<file path="src/rtl/priority_irq_controller.sv">
// priority_irq_controller
//   Registered N-channel interrupt controller. Request lines are captured into
//   a pending register. Each channel is either rising-edge or level triggered.
//   The highest-index pending channel that is not masked is presented on a
//   valid/ack handshake. A one-hot indicator of the presented channel is also
//   driven.
//
// Ports
//   clk        : system clock, rising edge
//   rst_n      : asynchronous active-low reset
//   irq_in     : request lines, synchronous to clk
//   irq_mask   : 1 = channel enabled, 0 = masked (blocks selection only)
//   irq_valid  : a request is being presented
//   irq_id     : index of the presented channel (valid with irq_valid)
//   irq_onehot : one-hot of irq_id while irq_valid, else 0
//   irq_ack    : service logic accepts the presented request
//   pending    : raw pending register
module priority_irq_controller #(
    parameter int               N_IRQ     = 8,
    parameter int               ID_W      = (N_IRQ > 1) ? $clog2(N_IRQ) : 1,
    parameter logic [N_IRQ-1:0] EDGE_MODE = {N_IRQ{1'b1}}
) (
    input  logic             clk,
    input  logic             rst_n,
    input  logic [N_IRQ-1:0] irq_in,
    input  logic [N_IRQ-1:0] irq_mask,
    output logic             irq_valid,
    output logic [ID_W-1:0]  irq_id,
    output logic [N_IRQ-1:0] irq_onehot,
    input  logic             irq_ack,
    output logic [N_IRQ-1:0] pending
);

    typedef enum logic {IDLE, PRESENT} state_t;

    state_t           state_q, state_d;
    logic [N_IRQ-1:0] pending_q, pending_d;
    logic [N_IRQ-1:0] irq_prev_q, irq_prev_d;
    logic [ID_W-1:0]  id_q, id_d;

    logic [N_IRQ-1:0] set_vec, clr_vec, eligible;
    logic [ID_W-1:0]  top_id;
    logic             handshake;

    // Pending update. A new set wins over a same-cycle clear so that a
    // request arriving in the ack cycle is not lost.
    always_comb begin
        irq_prev_d = irq_in;
        set_vec    = (irq_in & ~irq_prev_q & EDGE_MODE) | (irq_in & ~EDGE_MODE);
        handshake  = (state_q == PRESENT) && irq_ack;
        clr_vec    = '0;
        for (int i = 0; i < N_IRQ; i++) begin
            clr_vec[i] = handshake && (id_q == ID_W'(i));
        end
        pending_d = set_vec | (pending_q & ~clr_vec);
    end

    // Highest-index eligible channel; ascending scan so the last hit wins.
    always_comb begin
        eligible = pending_q & irq_mask;
        top_id   = '0;
        for (int i = 0; i < N_IRQ; i++) begin
            if (eligible[i]) top_id = ID_W'(i);
        end
    end

    // Selection only happens in IDLE, which gives the mandatory idle cycle
    // between presentations and means no preemption while PRESENT.
    always_comb begin
        state_d = state_q;
        id_d    = id_q;
        case (state_q)
            IDLE: begin
                if (|eligible) begin
                    id_d    = top_id;
                    state_d = PRESENT;
                end
            end
            PRESENT: begin
                if (irq_ack) state_d = IDLE;
            end
            default: state_d = IDLE;
        endcase
    end

    always_ff @(posedge clk or negedge rst_n) begin
        if (!rst_n) begin
            state_q    <= IDLE;
            pending_q  <= '0;
            irq_prev_q <= '0;
            id_q       <= '0;
        end else begin
            state_q    <= state_d;
            pending_q  <= pending_d;
            irq_prev_q <= irq_prev_d;
            id_q       <= id_d;
        end
    end

    // Outputs come straight from flops, so an async reset drops them at once.
    always_comb begin
        irq_valid  = (state_q == PRESENT);
        irq_id     = id_q;
        pending    = pending_q;
        irq_onehot = '0;
        for (int i = 0; i < N_IRQ; i++) begin
            irq_onehot[i] = irq_valid && (id_q == ID_W'(i));
        end
    end

endmodule

</file>
<file path="config.mk">
export PLATFORM = sky130hd
export DESIGN_NAME = priority_irq_controller
export DESIGN_NICKNAME = d
export VERILOG_FILES = /design/src/rtl/priority_irq_controller.sv
export SDC_FILE = /design/constraint.sdc
export NUM_CORES = 1
export LEC_CHECK = 0
export CELL_PAD_IN_SITES_DETAIL_PLACEMENT = 0
export CELL_PAD_IN_SITES_GLOBAL_PLACEMENT = 2
export CORE_MARGIN = 5
export CORE_UTILIZATION = 23
export CTS_CLUSTER_SIZE = 20
export DETAILED_ROUTE_END_ITERATION = 10
export PLACE_DENSITY = 0.75
export SLEW_MARGIN = 30
export SYNTH_ARGS = -nofsm -noshare
export SYNTH_HDL_FRONTEND = slang
export SYNTH_SLANG_ARGS = --single-unit
export TNS_END_PERCENT = 100
</file>
<file path="constraint.sdc">
create_clock -name clk -period 1.85 [get_ports clk]
set_input_delay 0.4625 -clock clk [delete_from_list [all_inputs] [get_ports clk]]
set_output_delay 0.4625 -clock clk [all_outputs]
set_load 0.005 [all_outputs]
</file>
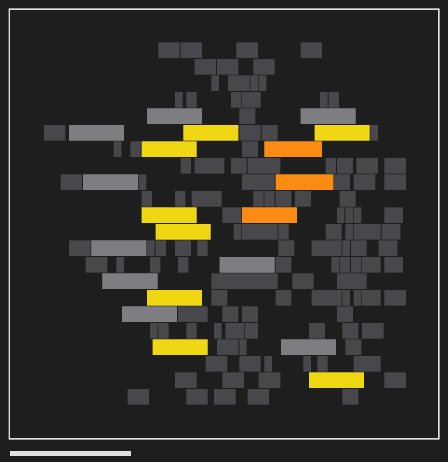
**Above:** run 1 (sequential cells grouped by signal name).
Scale bar: 20 um.
legend:
  orange:
    netlist_name: `irq_id`
    placed_flops: 3
  yellow:
    netlist_name: `pending`
    placed_flops: 8
not coloured: 9
sequential cell area share: 0.334
sequential cell area: 503 sq um
sequential power: 0.632 mW

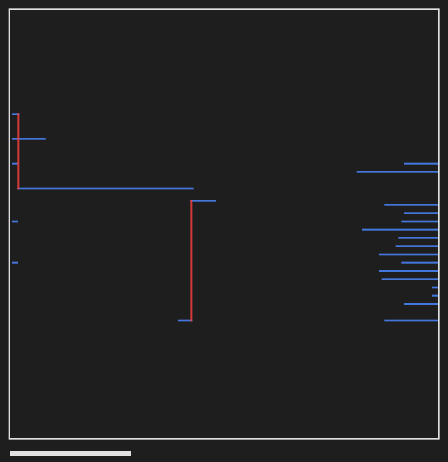
**Above:** run 1 (wiring by layer).
Scale bar: 20 um. Only two layers are drawn.
legend:
  red:
    layer: M4
    wire_length: 32.0 um
  blue:
    layer: M3
    wire_length: 155 um

==> impl_metrics.yaml, run 1 <==
# implementation run metrics
outcome:
  outcome: "finished clean"
synthesis:
  yosys_cells: 81
  yosysWarnings: 0
  edf_count: 0
  syn_area_sq_um: 843
  syn_inst: 81
  avgSynthCellArea_sq_um: 10.4
  common_cells: "dfrtp_1 (20), o21ai_0 (16), inv_1 (9), nand2_1 (9), nor2_1 (6)"
  post-synth-top-count-cell: "dfrtp_1"
route:
  avgViaCountPerCell: 4.19
  first_iter_violations: 12
  drc: 0
  dr.pass1.iters: 4
  vias: 787
placement:
  dpl_cell_area_sq_um: 1350
  gp_congestion: 0.720
  hpwl_um: 1810
  pre_cts_ws_ns: -0.0892
critical_path:
  crit_chain: "buf_4 > nand2b_4 > nor2_1 > dlygate4sd2_1"
  slowest_stage: "dfrtp_2"
  critPathLaunchType: "register"
  critPathArrivalTime_ns: 1.31
floorplan:
  ios: 39
  die_y_um: 70.6
  fp_util: 0.234
  die-width_um: 70.6
min_path:
  holdCritPathClass: "register to register"
timing:
  finalSetupTns_ns: 0
  setup_violations: 0
  period_needed_ns: 1.78
  fmax_mhz: 563
  min_period_over_period: 0.961
  tightestPinTransition_ns: 0.254
  grt_setup_unrepaired: "no"
  setup_slack_ns: 0.0727
clock_tree:
  cts_buffer_depth: 2
  cts_tree: "built"
power:
  max-vdd-ir-drop_mv: 0.351
  power_density_nw_per_um2: 1360
  p_leak_nw: 0.717
run:
  drv_cap: 0
  warning_count: 26
cells_and_area:
  layout-drive-gt1-share: 0.221
global_route:
  groute.usage.overall: 0.0941
  grt_pass1_vias: 788
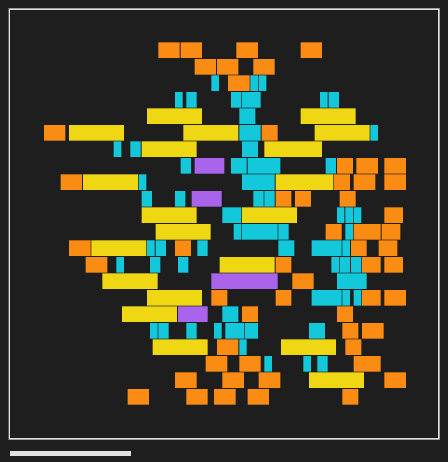
**Above:** run 1 (placement by cell class).
Scale bar: 20 um.
legend:
  purple:
    class: clock drivers and dummy loads
    cells: 4
    share_of_their_area: 4.9%
  yellow:
    class: registers
    cells: 20
    share_of_their_area: 35%
  cyan:
    class: remaining logic cells
    cells: 61
    share_of_their_area: 25%
  orange:
    class: remaining buffers and delay cells
    cells: 55
    share_of_their_area: 35%
post-route cell area: 1510 sq um
Finished Core Util: 0.417
core area: 3610 sq um

run 1: metrics by stage:
stage | utilization | hold slack (ns) | power, mW | cells
floorplan | - | 0.167 | 0.953 | 81
global placement | 0.375 | 0.402 | 1.48 | 176
detailed placement | 0.375 | 0.411 | 1.49 | 176
CTS | 0.414 | 0.414 | 2.06 | 187
global route | 0.417 | 0.425 | 2.19 | 188
finish | 0.417 | 0.409 | 2.05 | 188
run 1: power by group:
group	internal, mW	switching (mW)	total [mW]
clock network	0.289	0.150	0.439
registers	0.544	0.0877	0.632
logic	0.600	0.378	0.978
total	1.43	0.616	2.05
run 1: layout by cell type, fill, tap and decap left out, drive strengths merged:
cell type,count
a32oi,1
clkdlybuf4s50,29
buf,17
nand3,2
dlygate4sd2,6
and3b,1
dfrtp,20
a22oi,1
nand2b,3
inv,9
clkdlybuf4s15,1
and3,1
a22o,1
nand2,9
a21oi,1
bufinv,1
a21o,1
nor2,6
clkbuf,3
o31ai,2
o211ai,2
nand3b,1
nor3,2
o21ai,16
dlymetal6s2s,2
mux2,2
run 1: metal layers:
| metal | part of all wire | routed length [um] | GRT usage | up-vias |
|---|---|---|---|---|
| met3 | 0.068 | 154 | 0.0284 | 4 |
| met5 | 0 | 0 | 0 | - |
| li1 | - | - | - | 400 |
| met1 | 0.42 | 950 | 0.114 | 360 |
| met2 | 0.50 | 1120 | 0.157 | 23 |
| met4 | 0.014 | 31 | 0.0376 | 0 |
run 1: what timing repair did:
action / CTS / global route
setup buffers: 7 / 1
gates resized: 12 / 3
endpoints found under the setup margin: 9 / 3
hold buffers: 0 / 0
run 1: final timing paths:
| kind | from | endpoint | slack (ns) | depth (start not counted) |
|---|---|---|---|---|
| setup / recovery | irq_id[1]$_DFFE_PN0P_ | irq_onehot[5] | 0.07 | 4 |
| hold / removal | irq_prev_q[3]$_DFF_PN0_ | pending[3]$_DFF_PN0_ | 0.41 | 1 |
| setup reg to reg | pending[4]$_DFF_PN0_ | irq_id[0]$_DFFE_PN0P_ | 0.44 | 4 |
| hold reg to reg | irq_prev_q[3]$_DFF_PN0_ | pending[3]$_DFF_PN0_ | 0.41 | 1 |
| max in group asynchronous | rst_n | irq_id[0]$_DFFE_PN0P_ | 1.09 | 2 |
| min in group asynchronous | rst_n | irq_id[2]$_DFFE_PN0P_ | 0.54 | 2 |
run 1: worst reg2reg max path, stage by stage (launching register included):
cell,delay [ns]
dfrtp_1,0.41
a22o_1,0.25
and3b_2,0.27
a21oi_4,0.07
mux2_4,0.29
run 1: flip-flops by register name (all words and copies together) (netlist names):
register,flops
pending,8
irq_valid,1
irq_prev_q,8
irq_id,3
run 1: layout make-up:
cell class,count,area (sq um)
clock buffer,3,41.3
clock inverter,1,30.0
fill,354,2100
inverter,9,33.8
multi-input combinational,52,332
sequential,20,503
tap,48,60.1
timing repair buffer,55,505
run 1: kinds of logic (layout without fill, tap and decap cells):
group,Yosys count,in the layout,synth area share
compound gates,25,25,0.190
simple gates,25,25,0.141
buf+inv,9,68,0.0401
flops,20,20,0.593
mux,2,2,0.0356
--- run 2 (diff from run 1) ---
--- a/config.mk
+++ b/config.mk
@@ -11,6 +11,7 @@
 export CORE_UTILIZATION = 23
 export CTS_CLUSTER_SIZE = 20
 export DETAILED_ROUTE_END_ITERATION = 10
+export HOLD_SLACK_MARGIN = 0.15
 export PLACE_DENSITY = 0.75
 export SLEW_MARGIN = 30
 export SYNTH_ARGS = -nofsm -noshare
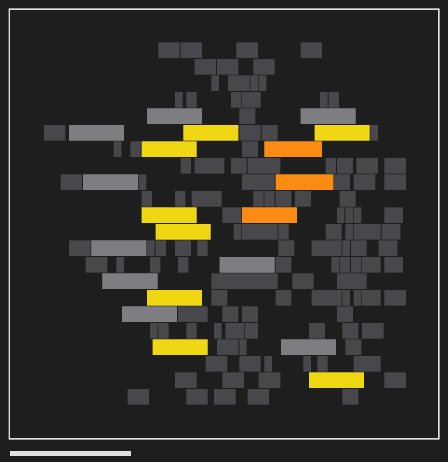
**Above:** run 2 (sequential cells grouped by signal name).
Scale bar: 20 um.
legend:
  yellow:
    netlist_name: `pending`
    placed_flops: 8
  orange:
    netlist_name: `irq_id`
    placed_flops: 3
not coloured: 9

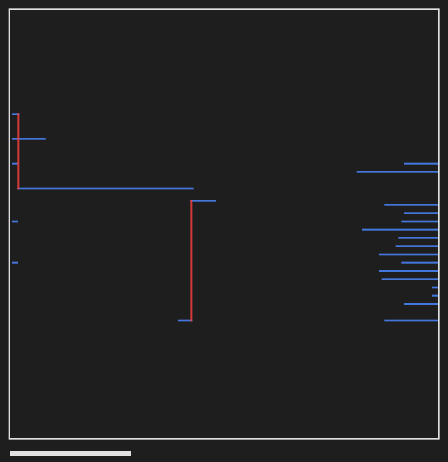
**Above:** run 2 (wiring by layer).
Scale bar: 20 um. Only two layers are drawn.
legend:
  blue:
    layer: M3
    wire_length: 155 um
  red:
    layer: M4
    wire_length: 32.0 um

==> run 2 against run 1 <==
  * Global-route usage unchanged
  * Synthesized cell count unchanged
  * Critical path depth unchanged
  * Maximum frequency unchanged
  * Sequential power barely moved
  * Die area did not move
  * First-iteration DRC count unchanged
  * Largest power group unchanged
  * Highest routed layer unchanged
==> impl_metrics.yaml, run 2 <==
# implementation run metrics
timing:
  setup_violations: 0
  slew_headroom: 0.831
  period_needed_ns: 1.78
  fmax_mhz: 563
  tightestPinTransition_ns: 0.254
  min_period_over_period: 0.961
min_path:
  holdCritPathClass: "register to register"
power:
  combinationalPowerShare: 0.477
  swShare: 0.300
  p_clk_frac: 0.214
  seqPwrFrac: 0.309
  p_sw_mw: 0.616
  internal-power_mw: 1.43
  power_density_nw_per_um2: 1360
  p_leak_nw: 0.717
  finalPower_mw: 2.05
placement:
  place_inst: 176
  gp_congestion: 0.720
  dpl_cell_area_sq_um: 1350
  port-buffer-count: 38
  hpwl_um: 1810
critical_path:
  critPathLaunchType: "register"
cells_and_area:
  final_cell_area_sq_um: 1510
  fin_cells: 188
  final_common_cell: "clkdlybuf4s50_1"
  layout_top_cells: "clkdlybuf4s50_1 (29), dfrtp_1 (18), buf_4 (17)"
  layout-drive-gt1-share: 0.221
floorplan:
  coreArea_sq_um: 3610
  die-width_um: 70.6
  ios: 39
  fp_util: 0.234
route:
  first_iter_violations: 12
  drc: 0
  avgViaCountPerCell: 4.19
  vias: 787
  dr.pass1.iters: 4
synthesis:
  syn_area_sq_um: 843
  edf_count: 0
  yosysWarnings: 0
  avgSynthCellArea_sq_um: 10.4
  common_cells: "dfrtp_1 (20), o21ai_0 (16), inv_1 (9), nand2_1 (9), nor2_1 (6)"
  yosys_cells: 81
  post-synth-top-count-cell: "dfrtp_1"
  syn_inst: 81
run:
  warning_count: 26
  drv_cap: 0
clock_tree:
  cts_tree: "built"
  cts_buffer_depth: 2
outcome:
  outcome: "finished clean"
global_route:
  groute.usage.overall: 0.0941
## run 2: routing by layer
layer / share of wire / up-vias / track usage
met1: 0.42 / 360 / 0.114
met2: 0.50 / 23 / 0.157
met4: 0.014 / 0 / 0.0376
met3: 0.068 / 4 / 0.0284
li1: - / 400 / -
met5: 0 / - / 0
## run 2: what timing repair did
| item | 4_1_cts | 5_1_grt |
|---|---|---|
| pin swaps | 0 | 0 |
| endpoints found under the setup margin | 9 | 3 |
| gates resized | 12 | 3 |
| hold endpoints to repair | 0 | 0 |
| buffers inserted | 7 | 1 |
## run 2: worst max-delay path, cell delays in order, from the launching register on
cell and delay, ns:
dfrtp_2 0.44, buf_4 0.15, nand2b_4 0.14, nor2_1 0.09, dlygate4sd2_1 0.24
## run 2: logic make-up (layout without fill, tap and decap cells)
group | after synthesis | in the layout | synth area share
AND-OR/OR-AND | 25 | 25 | 0.190
AND/OR/NAND/NOR | 25 | 25 | 0.141
flip-flops | 20 | 20 | 0.593
buffers and inverters | 9 | 68 | 0.0401
multiplexers | 2 | 2 | 0.0356
## run 2: power by group through the flow
stage	clock network [mW]	logic (mW)	registers (mW)
after global routing	0.473	1.06	0.648
final	0.439	0.978	0.632
after CTS	0.444	0.979	0.636
after floorplan	0	0.284	0.669
after global placement	0	0.820	0.663
after detailed placement	0	0.821	0.665
## run 2: metrics by stage
stage / TNS [ns] / setup WS, ns / util
2_1_floorplan: 0 / 0.456 / -
3_3_place_gp: -0.118 / -0.0589 / 0.375
3_5_place_dp: -0.178 / -0.0892 / 0.375
4_1_cts: 0 / 0.0158 / 0.414
5_1_grt: 0 / 0.00000622 / 0.417
6_report: 0 / 0.0727 / 0.417
## run 2: worst paths after layout
| check | start | endpoint | slack, ns | cells past startpoint |
|---|---|---|---|---|
| hold reg to reg | irq_prev_q[3]$_DFF_PN0_ | pending[3]$_DFF_PN0_ | 0.41 | 1 |
| min in group asynchronous | rst_n | irq_id[2]$_DFFE_PN0P_ | 0.54 | 2 |
| setup reg to reg | pending[4]$_DFF_PN0_ | irq_id[0]$_DFFE_PN0P_ | 0.44 | 4 |
| setup / recovery | irq_id[1]$_DFFE_PN0P_ | irq_onehot[5] | 0.07 | 4 |
| hold / removal | irq_prev_q[3]$_DFF_PN0_ | pending[3]$_DFF_PN0_ | 0.41 | 1 |
| max in group asynchronous | rst_n | irq_id[0]$_DFFE_PN0P_ | 1.09 | 2 |
## run 2: cell type report
class / instances / area, sq um / area share
multi-input cells: 52 / 332 / 0.220
repair buffers: 55 / 505 / 0.336
well taps: 48 / 60.1 / 0.0399
clock buffers: 3 / 41.3 / 0.0274
inverters: 9 / 33.8 / 0.0224
flip-flops and latches: 20 / 503 / 0.334
clock inverters: 1 / 30.0 / 0.0200
--- run 3 (diff from run 2) ---
--- a/config.mk
+++ b/config.mk
@@ -13,7 +13,7 @@
 export DETAILED_ROUTE_END_ITERATION = 10
 export HOLD_SLACK_MARGIN = 0.15
 export PLACE_DENSITY = 0.75
-export SLEW_MARGIN = 30
+export SLEW_MARGIN = 0
 export SYNTH_ARGS = -nofsm -noshare
 export SYNTH_HDL_FRONTEND = slang
 export SYNTH_SLANG_ARGS = --single-unit
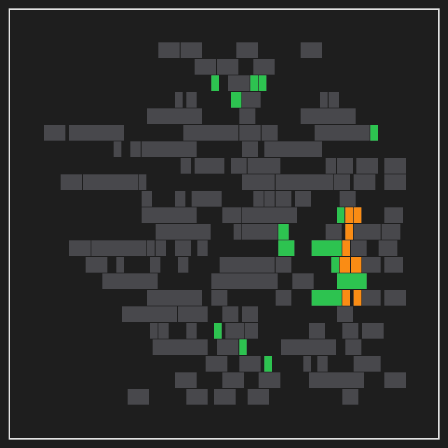
**Above:** run 3 (gate-type map).
legend:
  orange:
    family: nor cells
    cells: 8
    most_used: nor2_1
    where: east
  green:
    family: nand cells
    cells: 15
    most_used: nand2_1
most frequent logic cell in the layout: clkdlybuf4s50_1
non-filler cells, final: 188
Comb area share: 0.220

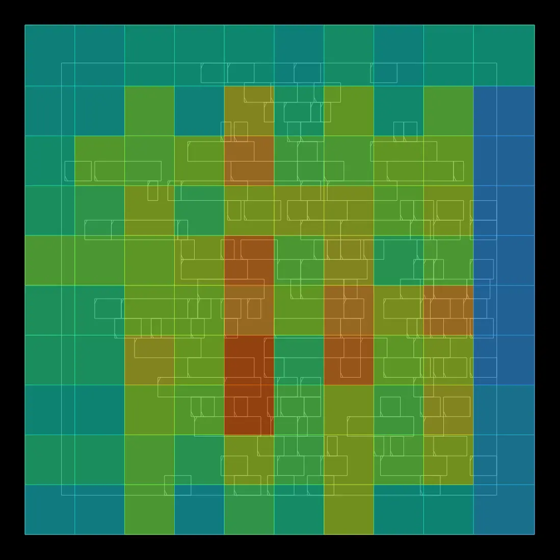
**Above:** run 3 (congestion heat map).
GRT Max-Usage Layer: met2
met1 Resource Use GR: 0.114
M2 GR Usage: 0.157
WL/cell: 12.0 um

==> run 3 against run 2 <==
  * Final cell count did not move
  * Critical path depth did not move
  * Routed wire length did not move
  * Die area did not move
  * Clock skew did not move
  * Largest power group unchanged
==> impl_metrics.yaml, run 3 <==
# implementation run metrics
global_route:
  groute.usage.overall: 0.0941
  grt_pass1_wl_um: 3710
  grt_pass1_vias: 788
critical_path:
  slowest_stage: "dfrtp_2"
  crit_chain: "buf_4 > nand2b_4 > nor2_1 > dlygate4sd2_1"
  critPathArrivalTime_ns: 1.31
  max_stage_delay_ns: 0.44
  path_class: "register to primary output"
  critPathLaunchType: "register"
  crit_fanout: 5
  end_kind: "primary output"
power:
  combinationalPowerShare: 0.477
  p_sw_mw: 0.616
  power_density_nw_per_um2: 1360
  p_clk_frac: 0.214
  seqPwrFrac: 0.309
  max-vdd-ir-drop_mv: 0.351
  internal-power_mw: 1.43
  p_leak_nw: 0.717
  swShare: 0.300
clock_tree:
  cts_inserted_buffers: 3
  cts_tree: "built"
  cts_buffer_depth: 2
  clock_latency_ns: 0.26
  hold_buffers: 0
cells_and_area:
  nFillCells: 354
  layout_top_cells: "clkdlybuf4s50_1 (29), dfrtp_1 (18), buf_4 (17)"
  final_cell_area_sq_um: 1510
  layout-drive-gt1-share: 0.221
timing:
  setup_violations: 0
  period_needed_ns: 1.78
  min_period_over_period: 0.961
  slew_headroom: 0.831
  fmax_mhz: 563
  hold_ws_ns: 0.409
  slew_violations: 0
  grt_setup_unrepaired: "no"
  tightestPinTransition_ns: 0.254
  setup_slack_ns: 0.0727
outcome:
  outcome: "finished clean"
synthesis:
  synthTopCellsByArea: "dfrtp_1 (59%), o21ai_0 (9.5%), inv_1 (4.0%)"
  avgSynthCellArea_sq_um: 10.4
  yosys_cells: 81
  syn_area_sq_um: 843
  syn_inst: 81
  ys_chip_area_sq_um: 843
  common_cells: "dfrtp_1 (20), o21ai_0 (16), inv_1 (9), nand2_1 (9), nor2_1 (6)"
  yosysWarnings: 0
  synth-main-ff-cell: "dfrtp_1"
  async_flop_share: 1.00
  post-synth-top-count-cell: "dfrtp_1"
  edf_count: 0
placement:
  pre_cts_ws_ns: -0.0892
  port-buffer-count: 38
  hpwl_um: 1810
  dpl_cell_area_sq_um: 1350
  place_inst: 176
  gp_congestion: 0.720
run:
  drv_cap: 0
  warning_count: 26
route:
  drt-total-wl_um: 2260
  first_iter_violations: 12
  vias: 787
  dr.pass1.iters: 4
  detail-route-antenna-nets: 0
  drc: 0
  avgViaCountPerCell: 4.19
min_path:
  holdCritPathClass: "register to register"
floorplan:
  ios: 39
  rows: 22
  die-width_um: 70.6
  die_y_um: 70.6
  coreArea_sq_um: 3610
  fp_util: 0.234
[run 3: through the flow]
step	TNS, ns	power [mW]	util
final	0	2.05	0.417
after floorplan	0	0.953	-
after global placement	-0.118	1.48	0.375
after global routing	0	2.19	0.417
after CTS	0	2.06	0.414
after detailed placement	-0.178	1.49	0.375
[run 3: routing by layer]
metal | part of all wire | track usage
met5 | 0 | 0
met4 | 0.014 | 0.0376
met3 | 0.068 | 0.0284
met2 | 0.50 | 0.157
met1 | 0.42 | 0.114
[run 3: critical path: cells and delay by family (launching register included)]
kind	cells	cell delay (ns)
and+or+nand+nor	2	0.23
buffers and inverters	2	0.39
DFF	1	0.44
[run 3: worst paths after layout]
path,start,end,slack (ns),depth (start not counted)
max,irq_id[1]$_DFFE_PN0P_,irq_onehot[5],0.07,4
min,irq_prev_q[3]$_DFF_PN0_,pending[3]$_DFF_PN0_,0.41,1
max reg2reg,pending[4]$_DFF_PN0_,irq_id[0]$_DFFE_PN0P_,0.44,4
min reg2reg,irq_prev_q[3]$_DFF_PN0_,pending[3]$_DFF_PN0_,0.41,1
max in group asynchronous,rst_n,irq_id[0]$_DFFE_PN0P_,1.09,2
min in group asynchronous,rst_n,irq_id[2]$_DFFE_PN0P_,0.54,2
[run 3: power by group through the flow]
stage	logic (mW)	registers [mW]	clock network (mW)
2_1_floorplan	0.284	0.669	0
3_3_place_gp	0.820	0.663	0
3_5_place_dp	0.821	0.665	0
4_1_cts	0.979	0.636	0.444
5_1_grt	1.06	0.648	0.473
6_report	0.978	0.632	0.439
[run 3: cells by family after synthesis]
logic type | synth area share
compound gates | 0.190
buf+inv | 0.0401
flops | 0.593
mux | 0.0356
simple gates | 0.141
[run 3: area by class of cell]
| type | count | area, sq um | area share |
|---|---|---|---|
| timing repair buffer | 55 | 505 | 0.336 |
| clock buffer | 3 | 41.3 | 0.0274 |
| clock inverter | 1 | 30.0 | 0.0200 |
| tap | 48 | 60.1 | 0.0399 |
| inverter | 9 | 33.8 | 0.0224 |
| multi-input combinational | 52 | 332 | 0.220 |
| sequential | 20 | 503 | 0.334 |
[run 3: what timing repair did]
action                                  in CTS  in global routing
buffers inserted                             7                  1
resized                                     12                  3
endpoints found under the setup margin       9                  3
cloned                                       0                  0
Power and IR drop assume default switching activity.
